**Gate families picked out**

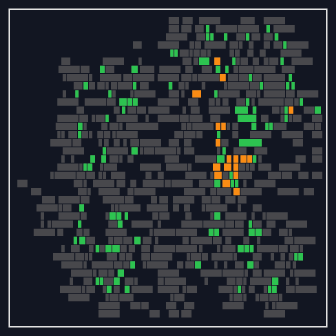
**Placed standard cells**

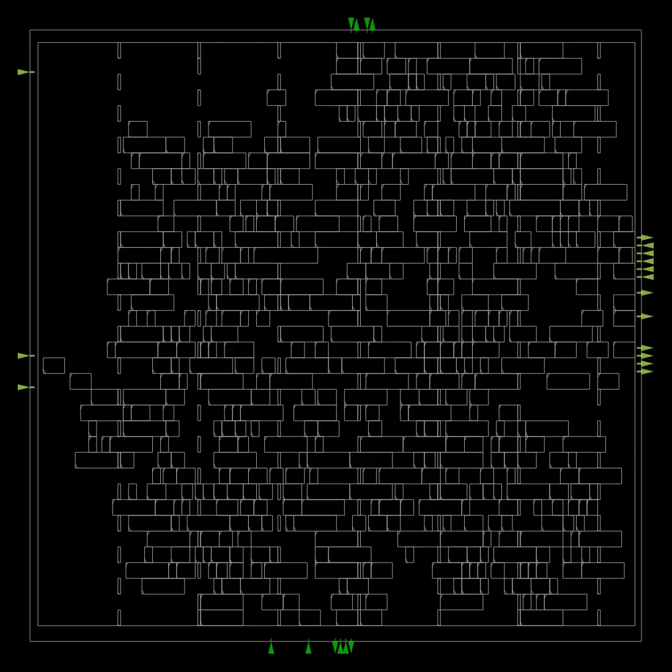
**The metal 2 layer**

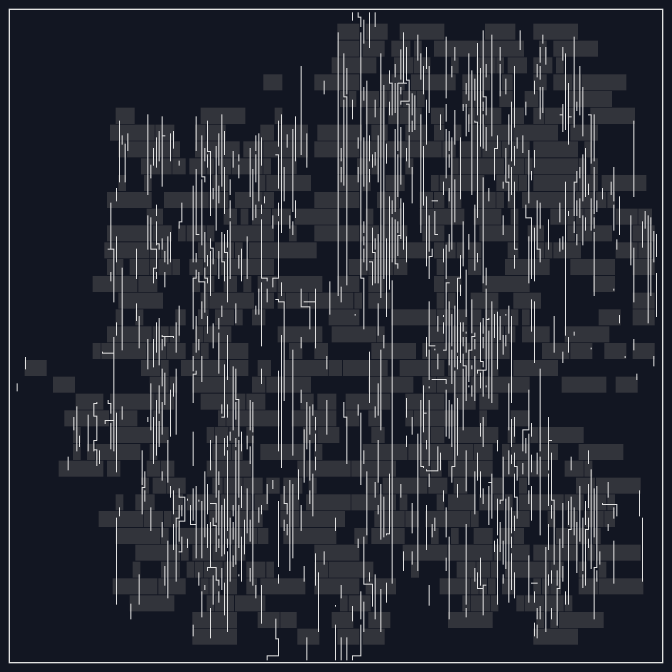
**Clock wires, drivers and flops**

Scale bar: 20 um.
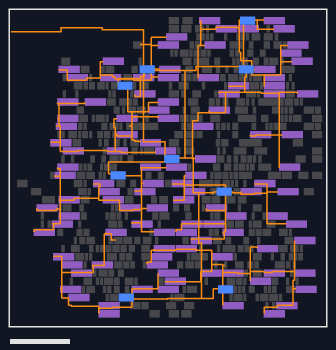
### src/rtl/counter_ctrl.sv
// counter_ctrl - sequencer for the 4-bit display counter datapath.
//
// Conditions the start/stop/load pushbuttons (2-flop synchronizer, debounce,
// rising-edge pulse), generates the prescaled count tick and runs the
// IDLE/RUN/PAUSE/DONE FSM. All strobes to the datapath are registered and
// last exactly one cycle.
//
// Optional feature: define COUNTER_CTRL_DOWN_EN to add the dir input and the
// cnt_dec output. In that build, dir=1 makes a tick count down toward 0.
//
// Ports:
//   clk        system clock, rising edge
//   reset      synchronous active-high reset
//   start_btn  raw start button
//   stop_btn   raw stop button
//   load_btn   raw load button
//   set[3:0]   load value from switches
//   q[3:0]     current datapath count
//   mode_wrap  1 = wrap past terminal value, 0 = stop at it
//   dir        (COUNTER_CTRL_DOWN_EN only) 1 = count down
//   cnt_clr    one-cycle clear strobe
//   cnt_load   one-cycle load strobe
//   load_val   value to load, valid with cnt_load, held otherwise
//   cnt_inc    one-cycle increment strobe
//   cnt_dec    (COUNTER_CTRL_DOWN_EN only) one-cycle decrement strobe
//   running    high in RUN
//   done       high in DONE
//   state[1:0] IDLE=00, RUN=01, PAUSE=10, DONE=11
module counter_ctrl #(
  parameter int TICK_DIV  = 50_000_000,
  parameter int DB_CYCLES = 1_000_000,
  parameter int MAX_VAL   = 15
) (
  input  logic       clk,
  input  logic       reset,
  input  logic       start_btn,
  input  logic       stop_btn,
  input  logic       load_btn,
  input  logic [3:0] set,
  input  logic [3:0] q,
  input  logic       mode_wrap,
`ifdef COUNTER_CTRL_DOWN_EN
  input  logic       dir,
  output logic       cnt_dec,
`endif
  output logic       cnt_clr,
  output logic       cnt_load,
  output logic [3:0] load_val,
  output logic       cnt_inc,
  output logic       running,
  output logic       done,
  output logic [1:0] state
);

  localparam int PW  = $clog2(TICK_DIV);
  localparam int DBW = (DB_CYCLES > 1) ? $clog2(DB_CYCLES) : 1;
  localparam logic [PW-1:0]  RELOAD  = PW'(TICK_DIV - 1);
  localparam logic [DBW-1:0] DB_LAST = DBW'(DB_CYCLES - 1);
  localparam logic [3:0]     MAX4    = 4'(MAX_VAL);

  typedef enum logic [1:0] {
    IDLE  = 2'b00,
    RUN   = 2'b01,
    PAUSE = 2'b10,
    DONE  = 2'b11
  } state_t;

  // ---------------- button conditioning ----------------
  logic [2:0] btn_raw;
  logic [2:0] btn_p;
  logic       start_p, stop_p, load_p;

  assign btn_raw = {load_btn, stop_btn, start_btn};

  for (genvar gi = 0; gi < 3; gi++) begin : g_btn
    logic           sync1_reg, sync2_reg;
    logic           level_reg, level_d_reg, pulse_reg;
    logic [DBW-1:0] db_cnt_reg;

    always_ff @(posedge clk) begin
      if (reset) begin
        sync1_reg   <= 1'b0;
        sync2_reg   <= 1'b0;
        level_reg   <= 1'b0;
        level_d_reg <= 1'b0;
        pulse_reg   <= 1'b0;
        db_cnt_reg  <= '0;
      end else begin
        sync1_reg   <= btn_raw[gi];
        sync2_reg   <= sync1_reg;
        level_d_reg <= level_reg;
        pulse_reg   <= level_reg & ~level_d_reg;
        // Count consecutive cycles of disagreement; any agreeing cycle
        // restarts the count, so bounces never reach acceptance.
        if (sync2_reg != level_reg) begin
          if (db_cnt_reg == DB_LAST) begin
            level_reg  <= sync2_reg;
            db_cnt_reg <= '0;
          end else begin
            db_cnt_reg <= db_cnt_reg + 1'b1;
          end
        end else begin
          db_cnt_reg <= '0;
        end
      end
    end

    assign btn_p[gi] = pulse_reg;
  end

  assign start_p = btn_p[0];
  assign stop_p  = btn_p[1];
  assign load_p  = btn_p[2];

  // ---------------- FSM, prescaler and strobes ----------------
  state_t        state_reg, state_next;
  logic [PW-1:0] presc_reg, presc_next;
  logic          clr_reg, clr_next;
  logic          load_reg, load_next;
  logic          inc_reg, inc_next;
  logic [3:0]    load_val_reg, load_val_next;
  logic          tick;
  logic [3:0]    term_val;
`ifdef COUNTER_CTRL_DOWN_EN
  logic          dec_reg, dec_next;
  assign term_val = dir ? 4'd0 : MAX4;
`else
  assign term_val = MAX4;
`endif

  assign tick = (state_reg == RUN) && (presc_reg == '0);

  always_ff @(posedge clk) begin
    if (reset) begin
      state_reg    <= IDLE;
      presc_reg    <= RELOAD;
      clr_reg      <= 1'b0;
      load_reg     <= 1'b0;
      inc_reg      <= 1'b0;
      load_val_reg <= 4'd0;
`ifdef COUNTER_CTRL_DOWN_EN
      dec_reg      <= 1'b0;
`endif
    end else begin
      state_reg    <= state_next;
      presc_reg    <= presc_next;
      clr_reg      <= clr_next;
      load_reg     <= load_next;
      inc_reg      <= inc_next;
      load_val_reg <= load_val_next;
`ifdef COUNTER_CTRL_DOWN_EN
      dec_reg      <= dec_next;
`endif
    end
  end

  always_comb begin
    state_next    = state_reg;
    presc_next    = presc_reg;
    clr_next      = 1'b0;
    load_next     = 1'b0;
    inc_next      = 1'b0;
    load_val_next = load_val_reg;
`ifdef COUNTER_CTRL_DOWN_EN
    dec_next      = 1'b0;
`endif

    // Free-running countdown while in RUN; holds in every other state.
    if (state_reg == RUN) begin
      presc_next = (presc_reg == '0) ? RELOAD : presc_reg - 1'b1;
    end

    // Single prioritized event per cycle: load > stop > start > tick.
    if (load_p) begin
      load_next     = 1'b1;
      load_val_next = set;
      presc_next    = RELOAD;
      if (state_reg == DONE) state_next = IDLE;
    end else if (stop_p) begin
      case (state_reg)
        RUN:     state_next = PAUSE;
        PAUSE:   begin state_next = IDLE; clr_next = 1'b1; end
        DONE:    begin state_next = IDLE; clr_next = 1'b1; end
        default: state_next = state_reg;
      endcase
    end else if (start_p) begin
      case (state_reg)
        IDLE:    begin state_next = RUN; presc_next = RELOAD; end
        PAUSE:   state_next = RUN;  // resume from held prescaler value
        DONE:    begin state_next = RUN; presc_next = RELOAD; clr_next = 1'b1; end
        default: state_next = state_reg;
      endcase
    end else if (tick) begin
      if ((q != term_val) || mode_wrap) begin
`ifdef COUNTER_CTRL_DOWN_EN
        if (dir) dec_next = 1'b1;
        else     inc_next = 1'b1;
`else
        inc_next = 1'b1;
`endif
      end else begin
        state_next = DONE;
      end
    end
  end

  assign cnt_clr  = clr_reg;
  assign cnt_load = load_reg;
  assign cnt_inc  = inc_reg;
  assign load_val = load_val_reg;
`ifdef COUNTER_CTRL_DOWN_EN
  assign cnt_dec  = dec_reg;
`endif
  assign state    = state_reg;
  assign running  = (state_reg == RUN);
  assign done     = (state_reg == DONE);

endmodule

### config.mk
export PLATFORM = sky130hd
export DESIGN_NAME = counter_ctrl
export DESIGN_NICKNAME = d
export VERILOG_FILES = /design/src/rtl/counter_ctrl.sv
export SDC_FILE = /design/constraint.sdc
export NUM_CORES = 1
export LEC_CHECK = 0
export CAP_MARGIN = 10
export CORE_UTILIZATION = 45
export CTS_BUF_LIST = sky130_fd_sc_hd__clkbuf_8
export DETAILED_ROUTE_END_ITERATION = 10
export PLACE_DENSITY = 0.7
export SLEW_MARGIN = 20
export SYNTH_ARGS = -nofsm -noshare
export SYNTH_HDL_FRONTEND = slang
export SYNTH_SLANG_ARGS = --single-unit
### constraint.sdc
create_clock -name clk -period 4.2 [get_ports clk]
set_input_delay 0.63 -clock clk [delete_from_list [all_inputs] [get_ports clk]]
set_output_delay 0.63 -clock clk [all_outputs]
set_load 0.03 [all_outputs]
==> flow_metrics.env <==
# source this file to load flow results
export IMPL_cts_tree="done"
export IMPL_clkCellAreaFrac=0.0382
export IMPL_finalSetupViolCount=0
export IMPL_logic_area_um2=2510
export IMPL_cts_htree_levels=3
export IMPL_syn_cell_area_um2=4820
export IMPL_dp_cells=684
export IMPL_grt_setup_unrepaired="no"
export IMPL_wl_met3_um=278
export IMPL_reg2reg_depth=7
export IMPL_lay_top_cells="110 x dfxtp_1, 92 x nor2_1, 52 x nand2_1"
export IMPL_postPlaceCellArea_um2=5170
export IMPL_yosysTopAreaCellShare=0.457
export IMPL_fin_setup_tns_ns=0
export IMPL_p_sw_w=0.000380
export IMPL_cp_cell_sequence="inv_1, ha_1, clkdlybuf4s50_1"
export IMPL_cts_root_buf="clkbuf_8"
export IMPL_whs_ns=0.386
export IMPL_critPathTopFamily="buffers and inverters"
export IMPL_design_area_um2=5370
export IMPL_ir_drop_uv=146
export IMPL_nNetsFinal=582
export IMPL_syn_inst=535
export IMPL_ys_seq_share=0.457
export IMPL_portBuffers=24
export IMPL_hold_path_depth=1
export IMPL_power_density_nw_per_um2=323
export IMPL_aoi_share=0.0259
export IMPL_buffer_area_frac=0.0461
export IMPL_yosysUniqueCellTypes=51
export IMPL_seq_power_share=0.603
export IMPL_cpPeakStageDelay_ns=0.72
export IMPL_synth_area_per_cell_um2=9.02
export IMPL_drt_iter0_drc=121
export IMPL_initial_utilization=0.465
export IMPL_grt_pass1_vias=3451
export IMPL_wl_met2_mm=3.97
export IMPL_warnings=30
export IMPL_crit_slowest_cell="clkdlybuf4s50_1"
export IMPL_inv_count=11
export IMPL_mux_share=0.0249
export IMPL_fp_dieH_um=106
export IMPL_wl_met1_mm=4.22
export IMPL_path_depth=3
export IMPL_path_clk_slew_ns=0.10
export IMPL_nNonClkBuffers=25
export IMPL_track_usage=0.172
export IMPL_common_cells="110 x dfxtp_1, 92 x nor2_1, 52 x nand2_1, 39 x xnor2_1, 37 x xor2_1"
export IMPL_drtAntennaViolNets=0
export IMPL_maxSlewViolCount=0
export IMPL_status="finished, final reports clean"
export IMPL_grt_max_degree=25
export IMPL_dpl_hpwl_mm=6.07
export IMPL_area_growth_pct=11.4
export IMPL_gr_total_overflow=0
export IMPL_fp_coreArea_um2=10400
export IMPL_chip_area_um2=11100
export IMPL_seqAreaFraction=0.410
export IMPL_post_cts_buffers=0
export IMPL_yosys_stat_cells=535
export IMPL_p_leak_nw=1.79
export IMPL_diodes=0
export IMPL_critPathLaunch="state[1]"
export IMPL_synthTopLogicFamily="simple AND/OR/NAND/NOR gates"
export IMPL_yosysChipArea_um2=4820
-- 'gate families picked out' (at the start) --
[green] nand cells | cells: 97 | most used: nand2_1 | where: widely spread
[orange] aoi and oai cells | cells: 18 | most used: o21ai_0
final cell count without fillers: 700
Comb area share: 0.467
most instantiated logic cell after routing: dfxtp_1

-- 'placed standard cells' (at the start) --
Final Util: 0.518
fillers: 988
tapcell count: 136
# rows: 37

-- 'the metal 2 layer' (at the start) --
wire length on this layer: 3,970 um
main direction: vertical
longest straight run: 49.0 um
met2 global-route usage: 0.286
drt total wl: 8.60 mm
Via Count: 3,532

-- 'clock wires, drivers and flops' (at the start) --
[blue] clock-net drivers | count: 9
[purple] flip-flops | count: 110
[orange] clock wires | length: 1,260 um
routed clock nets: 10
Clock power frac: 0.378
skew final: 0.0124 ns
clk ins delay skew pair: 0.38 ns
clk pwr: 0.000657 W

No activity file was given, so power comes from the tool's default toggle rates.
